==> config.mk <==
export PLATFORM = sky130hd
export DESIGN_NAME = ifc_seq_ctrl_flat
export DESIGN_NICKNAME = d
export VERILOG_FILES = /design/src/rtl/ifc_seq_ctrl_if.sv /design/src/rtl/ifc_seq_ctrl.sv /design/src/flat_wrapper.sv
export SDC_FILE = /design/constraint.sdc
export NUM_CORES = 1
export LEC_CHECK = 0
export CAP_MARGIN = 40
export CORE_MARGIN = 4
export CORE_UTILIZATION = 43
export DETAILED_ROUTE_END_ITERATION = 16
export GPL_ROUTABILITY_DRIVEN = 0
export PLACE_DENSITY = 0.92
export REMOVE_ABC_BUFFERS = 1
export SYNTH_ARGS = -nofsm -noshare
export SYNTH_HDL_FRONTEND = slang
export SYNTH_SLANG_ARGS = --single-unit
==> constraint.sdc <==
create_clock -name i_clk -period 3.6 [get_ports i_clk]
set_input_delay 0.72 -clock i_clk [delete_from_list [all_inputs] [get_ports i_clk]]
set_output_delay 0.72 -clock i_clk [all_outputs]
set_load 0.02 [all_outputs]
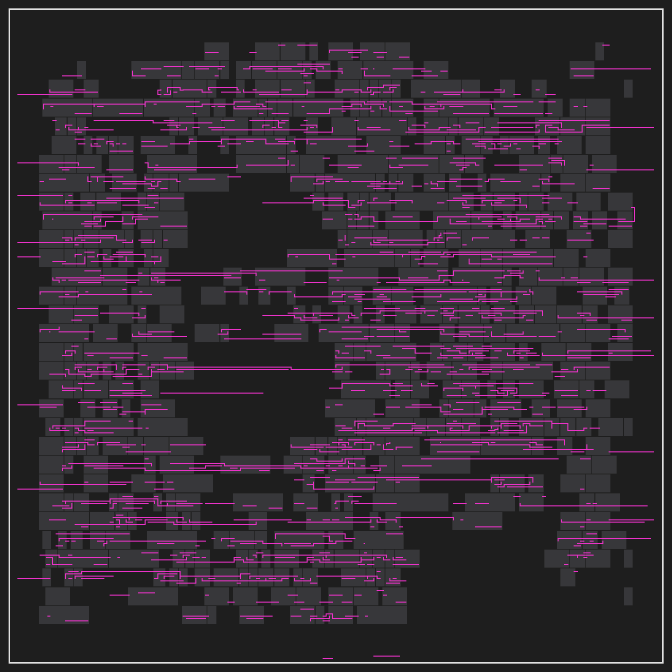
(met1 routing)
Cells faint in the background.
longest straight run: 21.6 um
nets with wire on the layer: 493
share of all routed wire: 40%
met1 usage: 21.6%
via count: 3095
DRT Wirelength: 8760 um

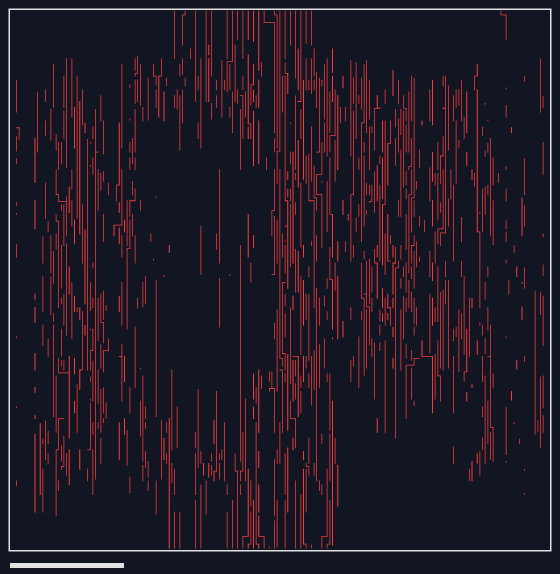
(met2 routing)
Bar = 20 um.
wire length on this layer: 4280 um
main direction: vertical
GR Util met2: 34.1%

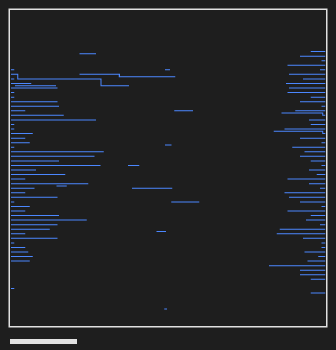
(the metal 3 layer)
Bar = 20 um.
main direction: horizontal
wire length on this layer: 850 um
share of all routed wire: 9.7%
longest straight run: 27.4 um
met3 Usage GRT: 7.97%

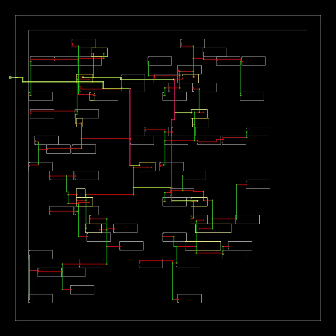
(clock routing)
CTS Sinks: 59
FF+latch count: 59
CTS Buf Count: 9
Late-Pin Clk Latency: 330 ps

==> out/qor.txt <==
Critical Path AT: 2530 ps
Final Hold Vio Count: 0
H-tree levels: 3
Final net count: 620
# setup viols final: 0
Fp_density: 44.2%
Critical path class: flip-flop to output pin
Post-DR vias/cell: 4.95
# port buffers: 130
Largest net degree at the start of global routing: 35
Antenna-violating nets left: 0
Aoi share: 11.7%
Yosys warns: 0
Status: finished, final reports clean
Initial antenna violation count: 0
CTS Root Cell: clkbuf_8
Distinct lib cells: 38
Share of cells above drive strength 1: 6.46%
1st-iter DRT viols: 111
Post-synth top area cell: dfxtp_1
Synth area leaders: dfxtp_1 37%, nand2_1 12%, and2_1 11%
Synth Cell Area: 3210 um^2
Dominant comb cell: simple AND/OR/NAND/NOR gates
Ys flops: 59
Max Slew Vio Count: 0
Clock tree buffer depth: 2
R2R depth: 5
Max_cap viols: 0
Core Rows: 31
First-pass GRT wire length: 13800 um
CTS tree: done
First-pass detailed-route iteration total: 5
Max-slew headroom: 49.0%
RSZ-0062 raised after global routing: false
-- final cells by class --
class	instances	area [um^2]	share of cell area [%]
clock inverter	4	72.6	1.53
clock buffer	12	155	3.27
timing repair buffer	137	1350	28.6
tap	99	124	2.61
inverter	3	11.3	0.238
multi-input combinational	311	1840	38.8
sequential	59	1180	24.9
-- cells by family (layout without fill, tap and decap cells) --
group | Yosys count | after routing
simple gates | 205 | 205
compound gates | 63 | 63
flops | 59 | 59
buf+inv | 39 | 156
xor+xnor | 16 | 16
mux | 16 | 16
fa+ha+maj | 2 | 2
other cells | 1 | 9
-- per-layer routing --
metal	wire, um	part of all wire, %
met1	3510	40
met2	4280	49
met3	850	9.7
met4	107	1.2
met5	0	0
-- metrics by stage --
stage          total power, W  setup slack, ps  hold WS (ps)  instance area [um^2]
5_1_grt               0.00182              173           472                  4740
2_1_floorplan        0.000896              991           426                  3030
3_5_place_dp          0.00106              491           442                  4510
6_report              0.00174              350           450                  4740
3_3_place_gp          0.00105              491           437                  4510
4_1_cts               0.00175              355           452                  4740
-- critical path: stages (launching register included) --
cell             delay [ps]
dfxtp_1                 510
nor3b_4                 250
buf_4                   200
nand3_2                 170
a21oi_1                 370
clkdlybuf4s50_1         690
-- power breakdown --
part           switching (W)  internal, W
clock               0.000260     0.000427
sequential         0.0000280     0.000688
combinational       0.000176     0.000157
total               0.000465      0.00127
-- layout by cell type, fill, tap and decap left out, types with 3 or more instances in the layout --
cell	instances
a2111oi_1	5
a211oi_1	6
a21oi_1	47
and2_1	58
buf_4	7
clkbuf_8	11
clkdlybuf4s50_1	130
conb_1	9
dfxtp_1	59
inv_1	3
mux2i_1	16
nand2_1	106
nand2b_1	10
nand3_1	7
nand4_1	3
nor4_4	4
or2b_1	3
xor2_1	16
Power is estimated from default activity; no workload was simulated.
